[src/rtl/fft_sched_pkg.sv]
// fft_sched_pkg: shared state encoding and sizing helpers for the FFT frame scheduler.
package fft_sched_pkg;
  typedef enum logic [1:0] {FILL, ISSUE, GAP} state_e;
  localparam int NUM_SAMPLES_DEF = 64;
  localparam int QUADS = NUM_SAMPLES_DEF / 4;
  localparam int QAW = $clog2(QUADS);
  function automatic int quads(input int n);
    return n / 4;
  endfunction
  function automatic int quad_aw(input int n);
    return $clog2(n / 4);
  endfunction
endpackage

[src/rtl/fft_frame_buf.sv]
// fft_frame_buf: quad-wide frame buffer with per-lane write enables and a registered read port.
module fft_frame_buf
  import fft_sched_pkg::*;
#(
  parameter int WIDTH = 32,
  parameter int DEPTH = QUADS,
  parameter int AW = QAW
) (
  input  logic               clock,
  input  logic               reset,
  input  logic [3:0]         we_i,
  input  logic [AW-1:0]      waddr_i,
  input  logic [8*WIDTH-1:0] wdata_i,
  input  logic               re_i,
  input  logic [AW-1:0]      raddr_i,
  output logic [8*WIDTH-1:0] rdata_o
);
  logic [8*WIDTH-1:0] mem_q [DEPTH];
  // each lane is one packed {imag, real} pair
  always_ff @(posedge clock)
    for (int l = 0; l < 4; l++)
      if (we_i[l]) mem_q[waddr_i][l*2*WIDTH +: 2*WIDTH] <= wdata_i[l*2*WIDTH +: 2*WIDTH];
  always_ff @(posedge clock or posedge reset)
    if (reset) rdata_o <= '0;
    else if (re_i) rdata_o <= mem_q[raddr_i];
endmodule

[src/rtl/fft_frame_scheduler.sv]
// fft_frame_scheduler: packs a serial sample stream into frames, bursts them into the SDF chain
// with a flush gap, and tracks in-flight frames from the last stage's output beats.
module fft_frame_scheduler
  import fft_sched_pkg::*;
#(
  parameter int WIDTH = 32,
  parameter int NUM_SAMPLES = 64,
  parameter int FLUSH_GAP = 24,
  parameter int MAX_INFLIGHT = 2
) (
  input  logic                              clock,
  input  logic                              reset,
  input  logic                              s_valid_i,
  output logic                              s_ready_o,
  input  logic [WIDTH-1:0]                  s_real_i,
  input  logic [WIDTH-1:0]                  s_imag_i,
  input  logic                              s_last_i,
  output logic                              m_input_en_o,
  output logic [WIDTH-1:0]                  m_real_0_o,
  output logic [WIDTH-1:0]                  m_real_1_o,
  output logic [WIDTH-1:0]                  m_real_2_o,
  output logic [WIDTH-1:0]                  m_real_3_o,
  output logic [WIDTH-1:0]                  m_imag_0_o,
  output logic [WIDTH-1:0]                  m_imag_1_o,
  output logic [WIDTH-1:0]                  m_imag_2_o,
  output logic [WIDTH-1:0]                  m_imag_3_o,
  input  logic                              p_output_en_i,
  output logic                              frame_done_o,
  output logic                              frame_err_o,
  output logic                              busy_o,
  output logic [$clog2(MAX_INFLIGHT+1)-1:0] inflight_o
);
  localparam int Q = quads(NUM_SAMPLES);
  localparam int AW = quad_aw(NUM_SAMPLES);
  localparam int CW = $clog2(NUM_SAMPLES) + 1;
  localparam int GW = $clog2(FLUSH_GAP + 1);
  localparam int IW = $clog2(MAX_INFLIGHT + 1);
  localparam logic [CW-1:0] CNT_LAST = CW'(NUM_SAMPLES - 1);
  localparam logic [CW-1:0] CNT_FULL = CW'(NUM_SAMPLES);
  localparam logic [GW-1:0] ISS_LAST = GW'(Q - 1);
  localparam logic [GW-1:0] GAP_LAST = GW'(FLUSH_GAP - 1);
  localparam logic [AW-1:0] BEAT_LAST = AW'(Q - 1);
  localparam logic [IW-1:0] IF_MAX = IW'(MAX_INFLIGHT);

  state_e state_q, state_d;
  logic [CW-1:0] cnt_q, cnt_d;
  logic [GW-1:0] gc_q, gc_d;
  logic [AW-1:0] beat_q, beat_d;
  logic [IW-1:0] infl_q, infl_d;
  logic en_q, done_q, done_d, err_q, err_d;
  logic ready, accept, last_smp, early_last, issue_start, stray, beat_wrap;
  logic [8*WIDTH-1:0] rdata;

  assign ready       = state_q != ISSUE && cnt_q != CNT_FULL && infl_q < IF_MAX;
  assign s_ready_o   = ready & ~reset;
  assign accept      = s_valid_i & ready;
  assign last_smp    = accept && cnt_q == CNT_LAST;
  assign early_last  = accept && s_last_i && !last_smp;
  assign issue_start = state_q == ISSUE && gc_q == '0;
  assign stray       = p_output_en_i && infl_q == '0 && beat_q == '0;
  assign beat_wrap   = p_output_en_i && !stray && beat_q == BEAT_LAST;

  // gc_q counts burst beats in ISSUE and idle cycles in GAP
  always_comb begin
    state_d = state_q;
    gc_d    = gc_q;
    cnt_d   = early_last ? '0 : accept ? cnt_q + CW'(1) : cnt_q;
    if (state_q == FILL && last_smp) begin
      state_d = ISSUE;
      cnt_d   = '0;
    end else if (state_q == ISSUE) begin
      state_d = gc_q == ISS_LAST ? GAP : ISSUE;
      gc_d    = gc_q == ISS_LAST ? '0 : gc_q + GW'(1);
    end else if (state_q == GAP && gc_q == GAP_LAST) begin
      state_d = cnt_d == CNT_FULL ? ISSUE : FILL;
      cnt_d   = cnt_d == CNT_FULL ? '0 : cnt_d;
      gc_d    = '0;
    end else if (state_q == GAP) begin
      gc_d = gc_q + GW'(1);
    end
    beat_d = stray || !p_output_en_i ? beat_q : beat_wrap ? '0 : beat_q + AW'(1);
    infl_d = infl_q + IW'(issue_start) - IW'(beat_wrap);
    done_d = beat_wrap;
    err_d  = early_last | (last_smp & ~s_last_i) | stray;
  end

  always_ff @(posedge clock or posedge reset)
    if (reset) begin
      state_q <= FILL;
      cnt_q   <= '0;
      gc_q    <= '0;
      beat_q  <= '0;
      infl_q  <= '0;
      en_q    <= 1'b0;
      done_q  <= 1'b0;
      err_q   <= 1'b0;
    end else begin
      state_q <= state_d;
      cnt_q   <= cnt_d;
      gc_q    <= gc_d;
      beat_q  <= beat_d;
      infl_q  <= infl_d;
      en_q    <= state_q == ISSUE;
      done_q  <= done_d;
      err_q   <= err_d;
    end

  fft_frame_buf #(.WIDTH(WIDTH), .DEPTH(Q), .AW(AW)) u_buf (
    .clock   (clock),
    .reset   (reset),
    .we_i    (accept ? 4'b1 << cnt_q[1:0] : 4'b0),
    .waddr_i (cnt_q[AW+1:2]),
    .wdata_i ({4{s_imag_i, s_real_i}}),
    .re_i    (state_q == ISSUE),
    .raddr_i (gc_q[AW-1:0]),
    .rdata_o (rdata)
  );

  assign m_input_en_o = en_q;
  assign m_real_0_o   = rdata[0*2*WIDTH +: WIDTH];
  assign m_imag_0_o   = rdata[0*2*WIDTH+WIDTH +: WIDTH];
  assign m_real_1_o   = rdata[1*2*WIDTH +: WIDTH];
  assign m_imag_1_o   = rdata[1*2*WIDTH+WIDTH +: WIDTH];
  assign m_real_2_o   = rdata[2*2*WIDTH +: WIDTH];
  assign m_imag_2_o   = rdata[2*2*WIDTH+WIDTH +: WIDTH];
  assign m_real_3_o   = rdata[3*2*WIDTH +: WIDTH];
  assign m_imag_3_o   = rdata[3*2*WIDTH+WIDTH +: WIDTH];
  assign frame_done_o = done_q;
  assign frame_err_o  = err_q;
  assign busy_o       = state_q != FILL || cnt_q != '0 || infl_q != '0;
  assign inflight_o   = infl_q;
endmodule
[config.mk]
export PLATFORM = sky130hd
export DESIGN_NAME = fft_frame_scheduler
export DESIGN_NICKNAME = d
export VERILOG_FILES = /design/src/rtl/fft_sched_pkg.sv /design/src/rtl/fft_frame_buf.sv /design/src/rtl/fft_frame_scheduler.sv
export SDC_FILE = /design/constraint.sdc
export NUM_CORES = 2
export LEC_CHECK = 0
export ABC_AREA = 1
export CAP_MARGIN = 20
export CORE_UTILIZATION = 40
export DETAILED_ROUTE_END_ITERATION = 12
export SYNTH_ARGS = -nofsm -noshare
export SYNTH_HDL_FRONTEND = slang
export SYNTH_SLANG_ARGS = --single-unit
[constraint.sdc]
create_clock -name clock -period 12.3 [get_ports clock]
set_input_delay 3.075 -clock clock [delete_from_list [all_inputs] [get_ports clock]]
set_output_delay 3.075 -clock clock [all_outputs]
set_load 0.02 [all_outputs]
==> impl_metrics.tcl <==
# yosys + openroad results
set metrics [dict create \
    outcome "completed" \
    dr_wl_met3_mm 44.7 \
    avgSynthCellArea_um2 13.9 \
    die_area_um2 424000 \
    wl_met1_mm 211 \
    largestRegisters "u_buf.mem_q: 4096 flops, u_buf.rdata_o: 256 flops, cnt_q: 7 flops" \
    crit_path_start_kind "primary input" \
    critPathTopFamily "buffers and inverters" \
    clock_latency_ns 0.99 \
    synth-xor-area-share_pct 0.0312 \
    cts_max_level 5 \
    antenna_found_initial 54 \
    holdBufCountCts 0 \
    hp-start "inflight_o[0]" \
    initialDrtViolationCount 12700 \
    cts_root_buf "clkbuf_16" \
    critPathCapture "s_ready_o" \
    critPathLaunch "reset" \
    min_period_ns 7.42 \
    final-seq-area_um2 130000 \
    nets 12400 \
    synthArstFlopShare_pct 6.38 \
    final_cell_mix "4096 x edfxtp_1, 2337 x nor2_1, 2041 x o21ai_0, 1025 x o22ai_1, 826 x nand2_1" \
    tightest_slew_ns 1.20 \
    cellLeakagePower_nw 59.7 \
    drv_slew 0 \
    synth_cells 12200 \
    setup_tns_ns 0 \
    crit_cells 3 \
    grt_pass1_wl_mm 722 \
    r2r_cells 8 \
    max_slew_margin_pct 20.2 \
    top_logic_kind "AND-OR/OR-AND gates" \
    drtPass1Iterations 6 \
    synthMuxAreaShare_pct 0 \
    dr_total_vias 105000 \
    yosysUniqueCellTypes 29 \
    openroad.warnings 92 \
    max_freq_mhz 135 \
    met1_usage_pct 32.5 \
    pre_cts_ws_ns 4.85 \
    cp_common_cell "clkdlybuf4s50_1" \
    syn2layout_area_growth_pct 13.5 \
    drive_gt1_share_pct 9.70 \
    synth_top_cell_by_area "edfxtp_1" \
    cp_max_fo 2 \
    ys_cells 12200 \
    yosys_warnings 0 \
    grt_pass1_vias 97600 \
    gp_congestion 0.798 \
    top_cell_area_share_pct 73.0 \
    largest_reg_flops 4096 \
    synth_top_flop_cell "edfxtp_1" \
    postCtsSetupBuffers 0 \
    finalClockSkew_ns 0.0781 \
    ys_seq_share_pct 77.2 \
    synth-adder-area-share_pct 0.111 \
    slowest_stage "clkdlybuf4s50_1" \
    cts_resized 0 \
    path_class "primary input to output pin" \
    rr_startpoint "gc_q[0]" \
    grt-ovfl-total 0 \
    avgRoutedWirePerCell_um 28.2 \
    clk_path_buf_depth 4 \
]
-- area by class of cell --
cell class | instances | share of cell area, %
inverters | 45 | 0.117
repair buffers | 550 | 2.62
well taps | 5497 | 3.60
clock buffers | 619 | 6.37
flip-flops and latches | 4375 | 68.0
diodes | 17 | 0.0223
multi-input cells | 6881 | 18.4
clock inverters | 194 | 0.882
-- worst register-to-register path: stages, from the launching register on --
cell and delay [ns]:
dfrtp_4 0.98, buf_12 0.62, buf_4 1.22, buf_4 0.86, buf_12 0.79, o21ai_0 0.31
o22ai_1 0.34, nand2_1 0.12, a41oi_2 0.22
-- stage by stage --
step           instances  hold WS, ns  area (um2)  total power [W]
2_1_floorplan      12200        0.488      168000           0.0263
3_3_place_gp       17300        0.516      177000           0.0316
3_5_place_dp       17300        0.521      177000           0.0317
4_1_cts            18200        0.537      191000           0.0446
5_1_grt            18200        0.577      191000           0.0462
6_report           18200        0.536      191000           0.0444
-- cells in the mapped netlist (2+ instances only) --
cell type	number
inv_1	42
nor2_4	2
inv_2	2
o21ai_1	15
ha_1	15
dfrtp_1	279
a41oi_2	246
xnor2_1	6
buf_4	18
a21oi_1	262
buf_6	12
edfxtp_1	4096
nand3_2	2
nor2_1	2403
nand4_1	8
nand3_1	15
buf_1	16
buf_2	230
a41oi_1	10
clkbuf_1	579
nor3_1	2
nand2_1	826
o21ai_0	2041
o22ai_1	1025
-- where the power goes --
group / total, W / switching, W / internal, W / leakage [nW]
clock: 0.0130 / 0.00563 / 0.00734 / 6.78
sequential: 0.0178 / 0.000945 / 0.0168 / 40.1
combinational: 0.0137 / 0.00947 / 0.00421 / 12.8
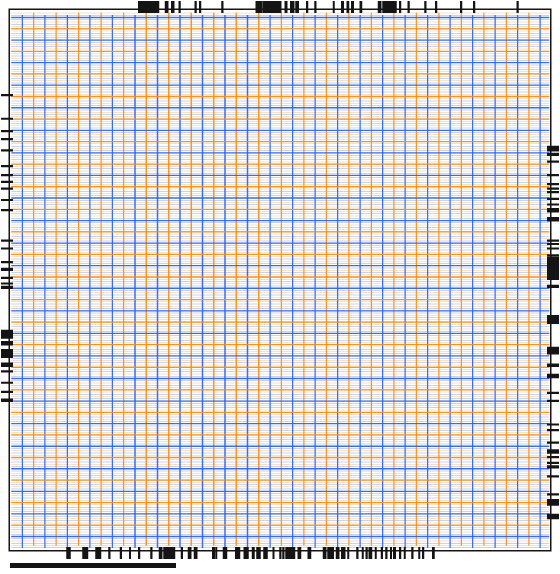
Fig. 1. PDN straps and rails.
Bar = 200 um. Pins as bars on the die edge.
- blue: VSS
- orange: VDD
- rows: 237
- met4 straps: 47
die width: 651 um
height of the die: 651 um
core area: 418000 um2
VDD IR-drop max: 541 uV

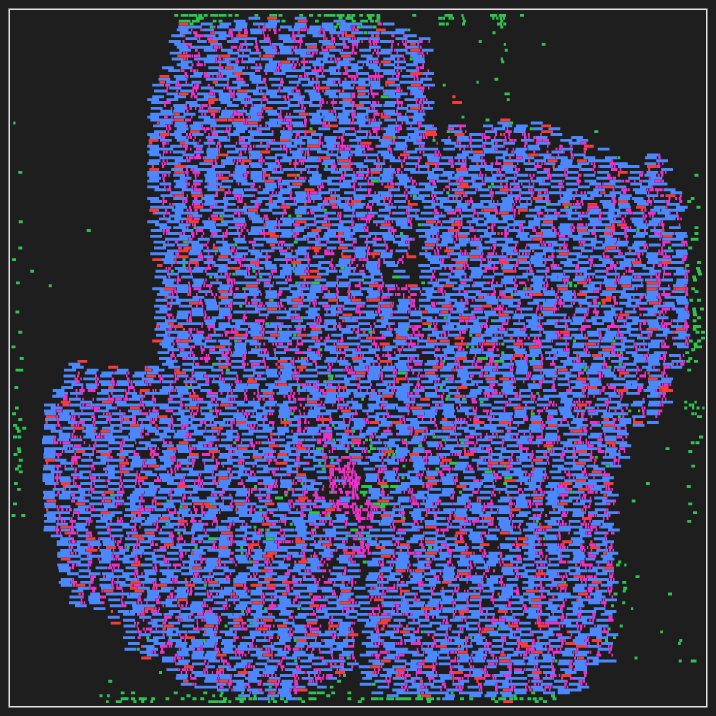
Fig. 2. Cells colored by class.
- blue: flops (cells 4375; share of their area 71%)
- magenta: combinational and other logic (cells 6926; share of their area 19%)
- red: clock drivers and dummy loads (cells 813; share of their area 7.5%)
- green: other buffers and delay cells (cells 550; share of their area 2.7%)
Core Util, Final: 45.7%
flop share of the area: 68.0%
# rows: 237

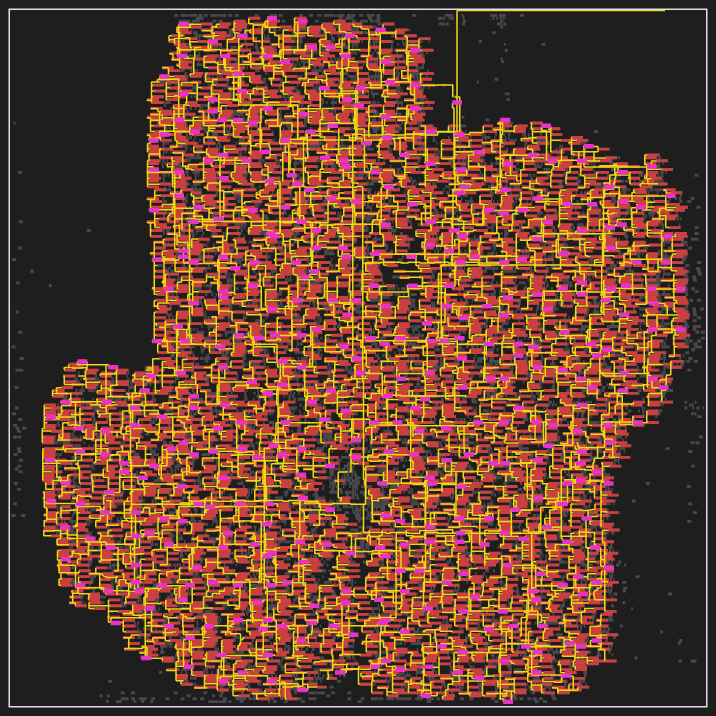
Fig. 3. Routed clock nets over the placement.
- magenta: clock drivers (count 432)
- red: flip-flops (count 4375)
- yellow: clock wires (length 49.0 mm)
- routed clock nets: 433
- flops lie: all over the die

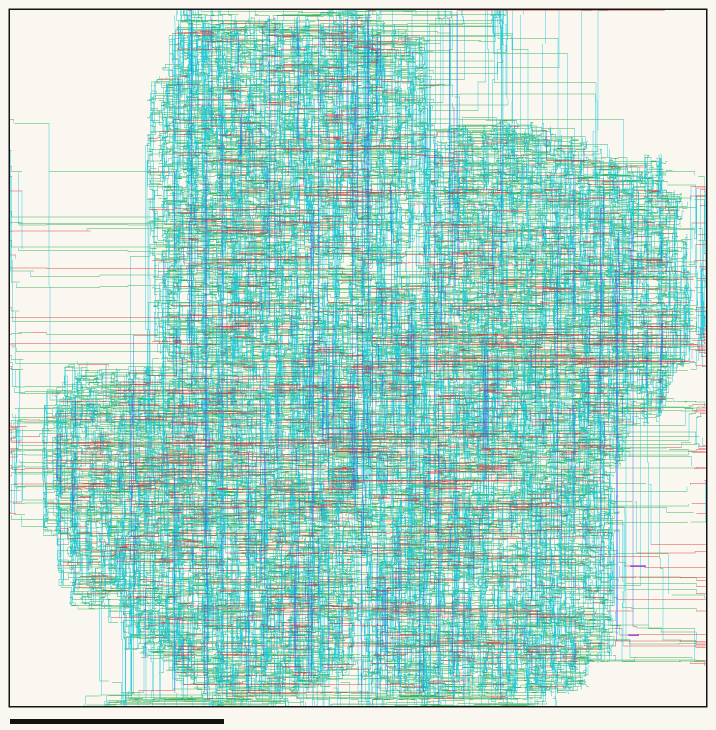
Fig. 4. Metal layers overlaid.
Bar = 200 um.
- cyan: metal 2 (wire length 239 mm)
- red: metal 3 (wire length 44.7 mm)
- purple: metal 5 (wire length 21.2 um)
- green: metal 1 (wire length 211 mm)
- blue: metal 4 (wire length 17300 um)

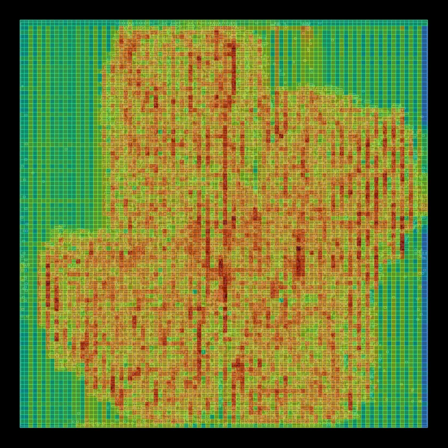
Fig. 5. Routing congestion map.
Most Crowded Layer GR: met2
global-route track usage on met3: 4.04%

No activity file was given, so power comes from the tool's default toggle rates.
